File: src/rtl/ac97_pkg.sv
// Shared constants, state encoding and volume encoder for the AC'97 command sequencer.
// Optional build macro used by dependents: AC97_SEQ_RAMP_EN.
package ac97_pkg;

    localparam logic [6:0]  REG_MASTER    = 7'h02;
    localparam logic [6:0]  REG_HEADPHONE = 7'h04;
    localparam logic [6:0]  REG_PCM_OUT   = 7'h18;
    localparam logic [6:0]  REG_POWERDOWN = 7'h26;

    // Idle word is a harmless read of the powerdown register.
    localparam logic [19:0] IDLE_ADDR     = {1'b1, REG_POWERDOWN, 12'h000};
    localparam logic [15:0] PCM_OUT_0DB   = 16'h0808;

    typedef enum logic [1:0] {
        ST_WAIT_READY = 2'd0,
        ST_INIT_HOLD  = 2'd1,
        ST_IDLE       = 2'd2,
        ST_UPD_HOLD   = 2'd3
    } seq_state_e;

    function automatic logic [15:0] vol_encode(input logic [4:0] vol);
        logic [4:0] atten;
        atten = 5'd31 - vol;
        return {(vol == 5'd0), 2'b00, atten, 3'b000, atten};
    endfunction

    function automatic logic [19:0] wr_addr(input logic [6:0] reg_idx);
        return {1'b0, reg_idx, 12'h000};
    endfunction

    function automatic logic [19:0] data_word(input logic [15:0] data);
        return {data, 4'h0};
    endfunction

endpackage

File: src/rtl/ac97_cmd_sequencer.sv
// AC'97 command-slot sequencer: init table after codec ready, then runtime volume writes.
// AC97_SEQ_RAMP_EN: step the applied volume one unit per update write instead of jumping.
//
// state         | meaning
// WAIT_READY    | idle word, waiting for a frame with codec ready
// INIT_HOLD     | holding init-table entry r_idx for HOLD_FRAMES frames
// IDLE          | init complete, idle word, servicing pending volume updates
// UPD_HOLD      | holding a master-volume write for HOLD_FRAMES frames
module ac97_cmd_sequencer
    import ac97_pkg::*;
#(
    parameter int HOLD_FRAMES = 2,
    parameter int NUM_INIT    = 3
) (
    input  logic        i_sysclk,
    input  logic        i_system_reset,
    input  logic        i_frame_done,
    input  logic        i_codec_ready,
    input  logic [4:0]  i_volume,
    input  logic        i_vol_update,
    output logic [19:0] o_cmd_addr,
    output logic [19:0] o_cmd_data,
    output logic        o_busy,
    output logic        o_init_done
);

    localparam int CNT_W = $clog2(HOLD_FRAMES + 1);
    localparam int IDX_W = (NUM_INIT > 1) ? $clog2(NUM_INIT) : 1;

    seq_state_e         r_state, w_state_nxt;
    logic [19:0]        r_cmd_addr, w_addr_nxt;
    logic [19:0]        r_cmd_data, w_data_nxt;
    logic               r_busy, w_busy_nxt;
    logic               r_init_done, w_done_nxt;
    logic [IDX_W-1:0]   r_idx, w_idx_nxt;
    logic [CNT_W-1:0]   r_hold_cnt, w_cnt_nxt;
    logic               r_pending, w_pending_nxt;
    logic [4:0]         r_vol_pending, w_vp_nxt;
    logic [4:0]         w_vol_src;
    logic [IDX_W-1:0]   w_rom_idx;
    logic [19:0]        w_rom_addr;
    logic [19:0]        w_rom_data;
    logic               w_hold_tc;

`ifdef AC97_SEQ_RAMP_EN
    logic [4:0]         r_vol_cur, w_vcur_nxt;
    logic [4:0]         w_vol_step;

    assign w_vol_src  = r_vol_cur;
    assign w_vol_step = (r_vol_cur < r_vol_pending) ? r_vol_cur + 5'd1 :
                        (r_vol_cur > r_vol_pending) ? r_vol_cur - 5'd1 : r_vol_cur;
`else
    assign w_vol_src  = r_vol_pending;
`endif

    // Only two loads ever read the ROM: entry 0 from WAIT_READY, the next entry from INIT_HOLD.
    assign w_rom_idx = (r_state == ST_INIT_HOLD) ? IDX_W'(r_idx + 1'b1) : '0;
    assign w_hold_tc = (r_hold_cnt == CNT_W'(HOLD_FRAMES - 1));

    always_comb begin
        w_rom_addr = wr_addr(REG_PCM_OUT);
        w_rom_data = data_word(PCM_OUT_0DB);
        case (w_rom_idx)
            IDX_W'(0): begin
                w_rom_addr = wr_addr(REG_MASTER);
                w_rom_data = data_word(vol_encode(w_vol_src));
            end
            IDX_W'(1): begin
                w_rom_addr = wr_addr(REG_HEADPHONE);
                w_rom_data = data_word(vol_encode(w_vol_src));
            end
            default: ;
        endcase
    end

    always_comb begin
        w_state_nxt   = r_state;
        w_addr_nxt    = r_cmd_addr;
        w_data_nxt    = r_cmd_data;
        w_busy_nxt    = r_busy;
        w_done_nxt    = r_init_done;
        w_idx_nxt     = r_idx;
        w_cnt_nxt     = r_hold_cnt;
        w_pending_nxt = r_pending;
        w_vp_nxt      = r_vol_pending;
`ifdef AC97_SEQ_RAMP_EN
        w_vcur_nxt    = r_vol_cur;
`endif
        case (r_state)
            ST_WAIT_READY: begin
                if (i_frame_done && i_codec_ready) begin
                    w_addr_nxt  = w_rom_addr;
                    w_data_nxt  = w_rom_data;
                    w_idx_nxt   = '0;
                    w_cnt_nxt   = '0;
                    w_busy_nxt  = 1'b1;
                    w_state_nxt = ST_INIT_HOLD;
                end
            end
            ST_INIT_HOLD: begin
                if (i_frame_done) begin
                    if (!w_hold_tc) begin
                        w_cnt_nxt = r_hold_cnt + 1'b1;
                    end else if (r_idx < IDX_W'(NUM_INIT - 1)) begin
                        w_addr_nxt = w_rom_addr;
                        w_data_nxt = w_rom_data;
                        w_idx_nxt  = w_rom_idx;
                        w_cnt_nxt  = '0;
                    end else begin
                        w_addr_nxt  = IDLE_ADDR;
                        w_data_nxt  = '0;
                        w_cnt_nxt   = '0;
                        w_busy_nxt  = 1'b0;
                        w_done_nxt  = 1'b1;
                        w_state_nxt = ST_IDLE;
                    end
                end
            end
            ST_IDLE: begin
                if (i_frame_done && r_pending) begin
                    w_addr_nxt    = wr_addr(REG_MASTER);
`ifdef AC97_SEQ_RAMP_EN
                    w_vcur_nxt    = w_vol_step;
                    w_data_nxt    = data_word(vol_encode(w_vol_step));
                    w_pending_nxt = (w_vol_step != r_vol_pending);
`else
                    w_data_nxt    = data_word(vol_encode(r_vol_pending));
                    w_pending_nxt = 1'b0;
`endif
                    w_cnt_nxt     = '0;
                    w_busy_nxt    = 1'b1;
                    w_state_nxt   = ST_UPD_HOLD;
                end
            end
            ST_UPD_HOLD: begin
                if (i_frame_done) begin
                    if (!w_hold_tc) begin
                        w_cnt_nxt = r_hold_cnt + 1'b1;
                    end else begin
                        w_addr_nxt  = IDLE_ADDR;
                        w_data_nxt  = '0;
                        w_cnt_nxt   = '0;
                        w_busy_nxt  = 1'b0;
                        w_state_nxt = ST_IDLE;
                    end
                end
            end
            default: w_state_nxt = ST_WAIT_READY;
        endcase
        // A request arriving on a load cycle still re-arms pending with the new value.
        if (i_vol_update) begin
            w_vp_nxt      = i_volume;
            w_pending_nxt = 1'b1;
        end
    end

    always_ff @(posedge i_sysclk) begin
        if (i_system_reset) begin
            r_state       <= ST_WAIT_READY;
            r_cmd_addr    <= IDLE_ADDR;
            r_cmd_data    <= '0;
            r_busy        <= 1'b0;
            r_init_done   <= 1'b0;
            r_idx         <= '0;
            r_hold_cnt    <= '0;
            r_pending     <= 1'b0;
            r_vol_pending <= 5'd31;
`ifdef AC97_SEQ_RAMP_EN
            r_vol_cur     <= 5'd31;
`endif
        end else begin
            r_state       <= w_state_nxt;
            r_cmd_addr    <= w_addr_nxt;
            r_cmd_data    <= w_data_nxt;
            r_busy        <= w_busy_nxt;
            r_init_done   <= w_done_nxt;
            r_idx         <= w_idx_nxt;
            r_hold_cnt    <= w_cnt_nxt;
            r_pending     <= w_pending_nxt;
            r_vol_pending <= w_vp_nxt;
`ifdef AC97_SEQ_RAMP_EN
            r_vol_cur     <= w_vcur_nxt;
`endif
        end
    end

    assign o_cmd_addr  = r_cmd_addr;
    assign o_cmd_data  = r_cmd_data;
    assign o_busy      = r_busy;
    assign o_init_done = r_init_done;

endmodule

File: config.mk
export PLATFORM = sky130hd
export DESIGN_NAME = ac97_cmd_sequencer
export DESIGN_NICKNAME = d
export VERILOG_FILES = /design/src/rtl/ac97_pkg.sv /design/src/rtl/ac97_cmd_sequencer.sv
export SDC_FILE = /design/constraint.sdc
export NUM_CORES = 1
export LEC_CHECK = 0
export CAP_MARGIN = 20
export CORE_MARGIN = 1
export CORE_UTILIZATION = 45
export CTS_CLUSTER_DIAMETER = 60
export CTS_CLUSTER_SIZE = 8
export DETAILED_ROUTE_END_ITERATION = 7
export GPL_TIMING_DRIVEN = 0
export PLACE_DENSITY = 0.87
export SYNTH_ARGS = -nofsm -noshare
export SYNTH_HDL_FRONTEND = slang
export SYNTH_SLANG_ARGS = --single-unit
export TNS_END_PERCENT = 20
File: constraint.sdc
create_clock -name i_sysclk -period 2.2 [get_ports i_sysclk]
set_clock_uncertainty 0.1 [all_clocks]
set_input_delay 0.44 -clock i_sysclk [delete_from_list [all_inputs] [get_ports i_sysclk]]
set_output_delay 0.44 -clock i_sysclk [all_outputs]
set_load 0.01 [all_outputs]
==> Slide: Implementation Results, run 1 <==
Synthesis and Place & Route Summary

Yosys
  • Yosys aoi share: 0.166
  • Number of standard cells reported by yosys: 136
  • Most frequent cells after synthesis: 30 x buf_4, 24 x dfxtp_1, 9 x a21oi_1, 9 x nand2_1, 7 x mux2i_1
  • Cell type with the largest total area after synthesis: dfxtp_1
  • Ys flop type: dfxtp_1
  • XOR-XNOR Cells, Area Fraction: 0
  • Synth Warn #: 0
  • Adder-cell area share of the yosys netlist: 0
  • Synth top area share: 0.384
  • Synth Cell Area: 1250 µm²
  • Multiplexer area fraction after synthesis: 0.0949

Power and ir drop
  • Cell Pwr Density: 567 nW/µm²
  • Pleak: 0.748 nW
  • Maximum vdd drop: 467 µV

Placed design
  • Routability-driven placement congestion ratio: 0.859
  • IO buf count: 25

Setup path
  • Data arrival at the endpoint of the critical path: 1.36 ns
  • Element type at the critical path end: output port
  • Reg2Reg Setup Slack: 0.56 ns
  • RR Startpoint: r_state[1]
  • Kind of launch point of the worst setup path: flip-flop
  • Start point of the critical path: o_cmd_addr[16]
  • Required time of the critical path: 1.66 ns

CTS
  • Number of buffers created by CTS: 3
  • Num Clock Sinks: 24
  • Maximum buffer depth of the clock tree: 2
  • Insertion Delay late pin: 0.33 ns
  • Quantity of gates resized following cts: 0
  • CTS H-Tree Depth: 1
  • Hold-fix buffer count after cts: 0
  • CTS tree: yes

STA
  • Fin crit period: 1.90 ns
  • Count of endpoints failing hold in the final timing report: 0
  • Count of final setup violators: 0
  • Max-slew violation total from the final report: 0
  • Aggregate negative setup slack: 0 ns
  • Unrepaired setup endpoints after global routing: false
  • Maximum achievable frequency: 527 MHz
  • Final worst hold slack: 0.368 ns

Hold path
  • Hold wc startpoint: i_frame_done
  • Type of the tightest min-delay check: in2reg

Cells and area
  • Share of final-layout standard cells stronger than drive strength 1: 0.225
  • Most frequently placed logic cells in the final layout: 30 x buf_4, 25 x clkdlybuf4s50_1, 24 x dfxtp_1
  • Area growth from synthesis to layout: 33.8%
  • Most common cell after layout, fill and taps aside: buf_4
  • Post-layout utilization of the core: 0.658
  • Final net count: 198

Global route
  • Maximum number of pins on one net before global-route repair: 15
  • Via count of the first global-routing pass: 921
  • Global route overflow: 0

Status
  • Result of the run: completed

Die
  • Number of core rows: 18
  • Die Y: 54.8 µm
  • DIE AREA: 3000 µm²
  • Die extent in x: 54.8 µm
  • Floorplan Core Area: 2540 µm²
  • I/O pin cnt: 52

Route
  • TritonRoute pass-1 iters: 4
  • Number of DRC violations after detailed-routing iteration 0: 8
  • Detailed-route vias per instance: 4.76
[run 1: state kept, by name (all words and copies together) (netlist names)]
register	flops
o_cmd_data	6
r_vol_pending	5
o_cmd_addr	4
r_hold_cnt	2
r_idx	2
r_state	2
o_busy	1
o_init_done	1
r_pending	1
[run 1: metal layers]
layer  global-route usage  up-vias  routed length (µm)
li1                     -      522                   -
met5                    0        -                   0
met4               0.0684        0                  25
met3               0.0417        3                 165
met1                0.210      468                1000
met2                0.325       39                1320
[run 1: where the power goes]
group	internal (mW)	switching, mW	leakage [nW]
registers	0.451	0.0130	0.196
clock network	0.184	0.138	0.0279
logic	0.0873	0.0753	0.524
[run 1: stage by stage]
| step | power (mW) | setup slack (ns) | instance area (µm²) | cells |
|---|---|---|---|---|
| 6_report | 0.950 | 0.301 | 1680 | 217 |
| 5_1_grt | 0.992 | 0.246 | 1680 | 217 |
| 4_1_cts | 0.952 | 0.287 | 1680 | 217 |
| 3_5_place_dp | 0.634 | 0.148 | 1620 | 213 |
| 3_3_place_gp | 0.629 | 0.149 | 1620 | 213 |
| 2_1_floorplan | 0.585 | 0.602 | 1340 | 158 |
[run 1: final timing paths]
kind               endpoint
max          o_cmd_addr[16]
max reg2reg  o_cmd_data[16]
min reg2reg  o_cmd_data[13]
min              r_state[0]
[run 1: critical path, stage by stage (launching register included)]
cell	delay, ns
dfxtp_1	0.38
buf_4	0.12
clkdlybuf4s50_1	0.54
[run 1: area by class of cell]
class                           instances  area (µm²)  share of cell area
Buffer                                 36         258               0.154
Clock buffer                            3        22.5              0.0134
Clock inverter                          1        30.0              0.0179
Inverter                                4        15.0             0.00896
Multi-Input combinational cell         94         582               0.347
Sequential cell                        24         480               0.287
Tap cell                               30        37.5              0.0224
Timing Repair Buffer                   25         250               0.149
run_1/class_map.png
Drawn at 6 px/µm.
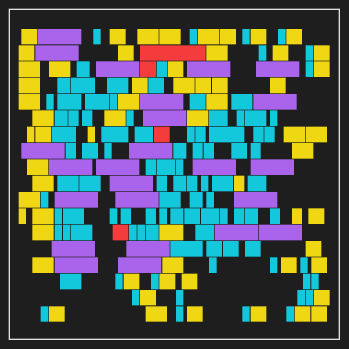
registers: marked purple, cells 24, share of their area 29%. remaining buffers and delay cells: marked yellow, cells 61, share of their area 31%. remaining logic cells: marked cyan, cells 98, share of their area 36%. clock drivers and dummy loads: marked red, cells 4, share of their area 3.2%.

run_1/sizing.png
Drawn at 6 px/µm.
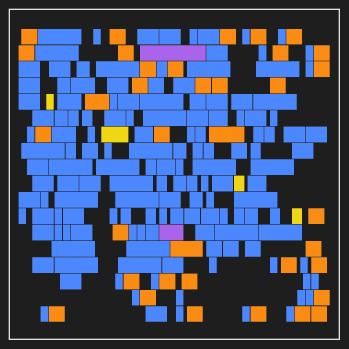
x3 and x4: marked orange, cells 36. x2: marked yellow, cells 4. x1 and smaller: marked blue, cells 145. x6 and larger: marked purple, cells 2.

run_1/m1.png
Drawn at 8 px/µm.
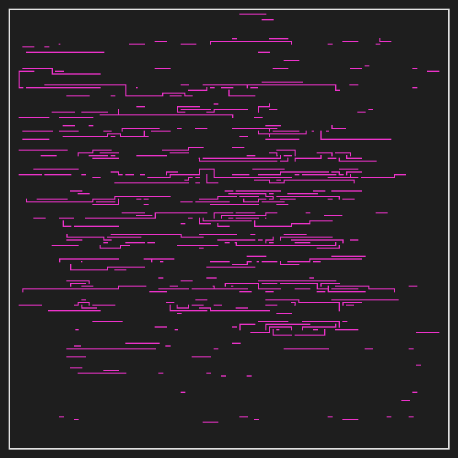
The wires run mostly horizontal. The layer carries 1000 µm of wire. The longest straight run is 16.6 µm. The layer holds 40% of the routed length.
met1 track demand over resource: 0.210
Via Count: 1032
Detailed Route WL: 2510 µm

==> run 2: changes to the inputs <==
Settings changed: SKIP_CTS_REPAIR_TIMING from default to 1, TNS_END_PERCENT 20 to 50.
run_2/congestion_map.png
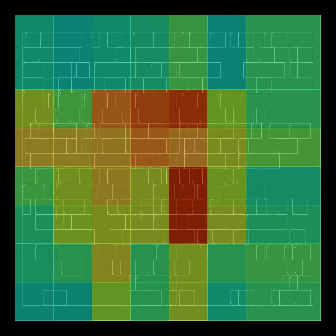
post-detailed-route wirelength per cell: 11.6 µm
grt met2 use: 0.325
total track usage: 0.183
met3 routing resource usage after global routing: 0.0417
routing layer with the top usage in global route: met2

run_2/m1.png
Drawn at 8 px/µm.
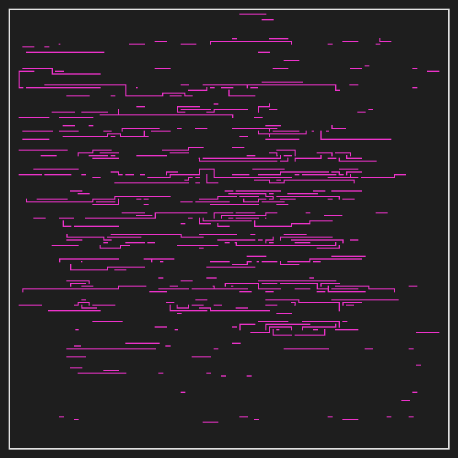
The wires run mostly horizontal. The longest straight run is 16.6 µm. The layer holds 40% of the routed length. The layer carries 1000 µm of wire. 166 nets have wire on it.

run_2/closeup.png
Window x 1 to 26, y 29 to 54 µm. Cells in gray, sequential cells in the stronger gray; small squares are vias.
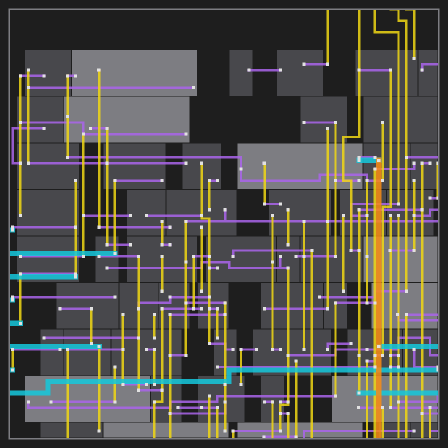
M3: marked cyan. M1: marked purple. M2: marked yellow. M4: marked orange.
Most frequent: clkdlybuf4s50_1 (8), dfxtp_1 (7), buf_4 (6). 46 logic cells have their middle in the window. Sequential cells in the window: 7. Netlist names of flops here include o_cmd_data (5).

==> run 2 against run 1 <==
  * Setup slack unchanged
  * Wire length unchanged
  * Synthesized cell count is the same
  * Sequential cell count unchanged
  * Clock power is essentially flat
  * Largest power group unchanged
==> Slide: Implementation Results, run 2 <==
Synthesis and Place & Route Summary

STA
  • Count of endpoints failing hold in the final timing report: 0 (unchanged)
  • Fin crit period: 1.90 ns (unchanged)
  • Final period utilization: 0.863
  • Count of final setup violators: 0 (unchanged)
  • Max-slew violation total from the final report: 0 (unchanged)
  • Unrepaired setup endpoints after global routing: false
  • Aggregate negative setup slack: 0 ns (unchanged)
  • Maximum achievable frequency: 527 MHz (unchanged)

Global route
  • Via count of the first global-routing pass: 921 (unchanged)
  • Maximum number of pins on one net before global-route repair: 15 (unchanged)
  • Number of antenna violations at the first check in global routing: 0
  • Wire length of the first global-routing pass: 3940 µm
  • Global route overflow: 0 (unchanged)

CTS
  • Num Clock Sinks: 24 (unchanged)
  • Maximum buffer depth of the clock tree: 2 (unchanged)
  • CTS H-Tree Depth: 1 (unchanged)
  • CTS tree: yes
  • Clock tree root driver cell: clkbuf_4
  • Clock transition time at the flip-flop clock pins of the worst setup and hold paths: 0.14 ns
  • Insertion Delay late pin: 0.33 ns (about the same)
  • Number of buffers created by CTS: 3 (unchanged)

Hold path
  • Hold wc startpoint: i_frame_done
  • Type of the tightest min-delay check: in2reg

Route
  • Routed wire length on met2: 1320 µm (unchanged)
  • Number of DRC violations after detailed-routing iteration 0: 8 (unchanged)
  • Detailed Route WL: 2510 µm (unchanged)
  • Top routing layer in use: met4
  • Detailed-route vias per instance: 4.76 (unchanged)
  • Met1 Routed Length: 1000 µm (unchanged)
  • Via Count: 1032 (unchanged)
  • DRT antenna net count: 0
  • TritonRoute pass-1 iters: 4 (unchanged)
  • Total DRC errors in the routed layout: 0
  • Routed length on met3: 165 µm (unchanged)

Die
  • Die Y: 54.8 µm (unchanged)
  • Die extent in x: 54.8 µm (unchanged)
  • Floorplan Core Area: 2540 µm² (unchanged)
  • Number of core rows: 18 (unchanged)
  • I/O pin cnt: 52 (unchanged)
  • DIE AREA: 3000 µm² (unchanged)
  • Initial Utilization: 0.492

Setup path
  • Element type at the critical path end: output port
  • Start point of the critical path: o_cmd_addr[16]
  • Required time of the critical path: 1.66 ns (about the same)
  • WS Path Type: reg2out
  • Kind of launch point of the worst setup path: flip-flop
  • RR Startpoint: r_state[1]
  • Highest fanout seen on the critical path: 3
  • Reg2Reg Setup Slack: 0.56 ns (about the same)
  • Data arrival at the endpoint of the critical path: 1.36 ns (about the same)

Yosys
  • Gate count after technology mapping: 136
  • Synth top area share: 0.384 (unchanged)
  • Ys flop type: dfxtp_1
  • Registers, synthesis: 24
  • Cell type with the largest total area after synthesis: dfxtp_1
  • Largest cells by area: dfxtp_1 38%, buf_4 18%, mux2i_1 5.6%, a21oi_1 3.6%, nand2_1 2.7%
  • Ys async rst share: 0
  • Chip area from the yosys synthesis statistics: 1250 µm²
  • Count of library flops with an enable pin: 0
  • Synthesized area per cell: 9.21 µm²
  • Most common cell in the netlist: buf_4
  • Synth Cell Area: 1250 µm² (unchanged)
  • Distinct cells, synth: 40
  • Most frequent cells after synthesis: 30 x buf_4, 24 x dfxtp_1, 9 x a21oi_1, 9 x nand2_1, 7 x mux2i_1
  • Synth Warn #: 0 (unchanged)
  • Proportion of synthesized chip area in sequential cells: 0.384
  • Number of standard cells reported by yosys: 136 (unchanged)

Placed design
  • Total placed cells including tap cells: 213 (unchanged)
  • Routability-driven placement congestion ratio: 0.859 (unchanged)
  • Final HPWL from detailed placement: 1880 µm
  • Total placed instance area: 1620 µm² (unchanged)
  • IO buf count: 25 (unchanged)

Power and ir drop
  • Maximum vdd drop: 467 µV (unchanged)
  • Cell Pwr Density: 567 nW/µm² (unchanged)
  • Pleak: 0.748 nW (unchanged)
  • Overall power of the completed layout: 950 µW (unchanged)

Cells and area
  • Most common cell after layout, fill and taps aside: buf_4
  • Antenna cells: 0
  • Number of flip-flops in the largest register: 6 (unchanged)
  • Area growth from synthesis to layout: 33.8% (unchanged)
  • Most frequently placed logic cells in the final layout: 30 x buf_4, 25 x clkdlybuf4s50_1, 24 x dfxtp_1
  • Final net count: 198 (unchanged)
  • Post-layout utilization of the core: 0.658 (unchanged)
  • Post-route cell area: 1680 µm² (unchanged)
  • Non-filler cells, final: 217 (unchanged)
  • Share of final-layout standard cells stronger than drive strength 1: 0.225 (unchanged)

Status
  • Result of the run: completed

Flow run
  • Number of warnings the tools reported: 26
  • Number of max-cap violations: 0
-- run 2: cell counts after synthesis --
No cell type changed its count.
-- run 2: final timing paths --
| path | endpoint | cells after the start |
|---|---|---|
| setup / recovery | o_cmd_addr[16] | 2 |
| hold / removal | r_state[0] | 3 |
| setup reg to reg | o_cmd_data[16] | 4 |
| hold reg to reg | o_cmd_data[13] | 2 |
-- run 2: per-stage QoR --
step / hold WS [ns] / setup slack (ns)
after floorplan: 0.342 / 0.602
after global placement: 0.366 / 0.149
after detailed placement: 0.372 / 0.148
after CTS: 0.358 / 0.287
after global routing: 0.376 / 0.246
final: 0.368 / 0.301
-- run 2: critical path: stages (launching register included) --
cell	delay, ns
dfxtp_1	0.38
buf_4	0.12
clkdlybuf4s50_1	0.54
-- run 2: area by class of cell --
type / instances / area (µm²)
fillers: 219 / 870
multi-input cells: 94 / 582
flip-flops and latches: 24 / 480
plain buffers: 36 / 258
repair buffers: 25 / 250
well taps: 30 / 37.5
clock inverters: 1 / 30.0
clock buffers: 3 / 22.5
inverters: 4 / 15.0
-- run 2: kinds of logic (layout without fill, tap and decap cells) --
| family | count (synthesis) | in the layout | synth area share |
|---|---|---|---|
| AND-OR/OR-AND | 29 | 29 | 0.166 |
| buffers and inverters | 40 | 69 | 0.218 |
| AND/OR/NAND/NOR | 31 | 31 | 0.135 |
| flip-flops | 24 | 24 | 0.384 |
| multiplexers | 11 | 11 | 0.0949 |
| other | 1 | 23 | 0.00299 |
-- run 2: routing by layer --
layer,track usage,vias to the layer above
li1,-,522
met5,0,-
met2,0.325,39
met1,0.210,468
met3,0.0417,3
met4,0.0684,0
-- run 2: power breakdown --
part	leakage, nW	switching, mW	internal [mW]
Clock	0.0279	0.138	0.184
Combinational	0.524	0.0753	0.0873
Sequential	0.196	0.0130	0.451
Total	0.748	0.226	0.723
Power and IR drop assume default switching activity.
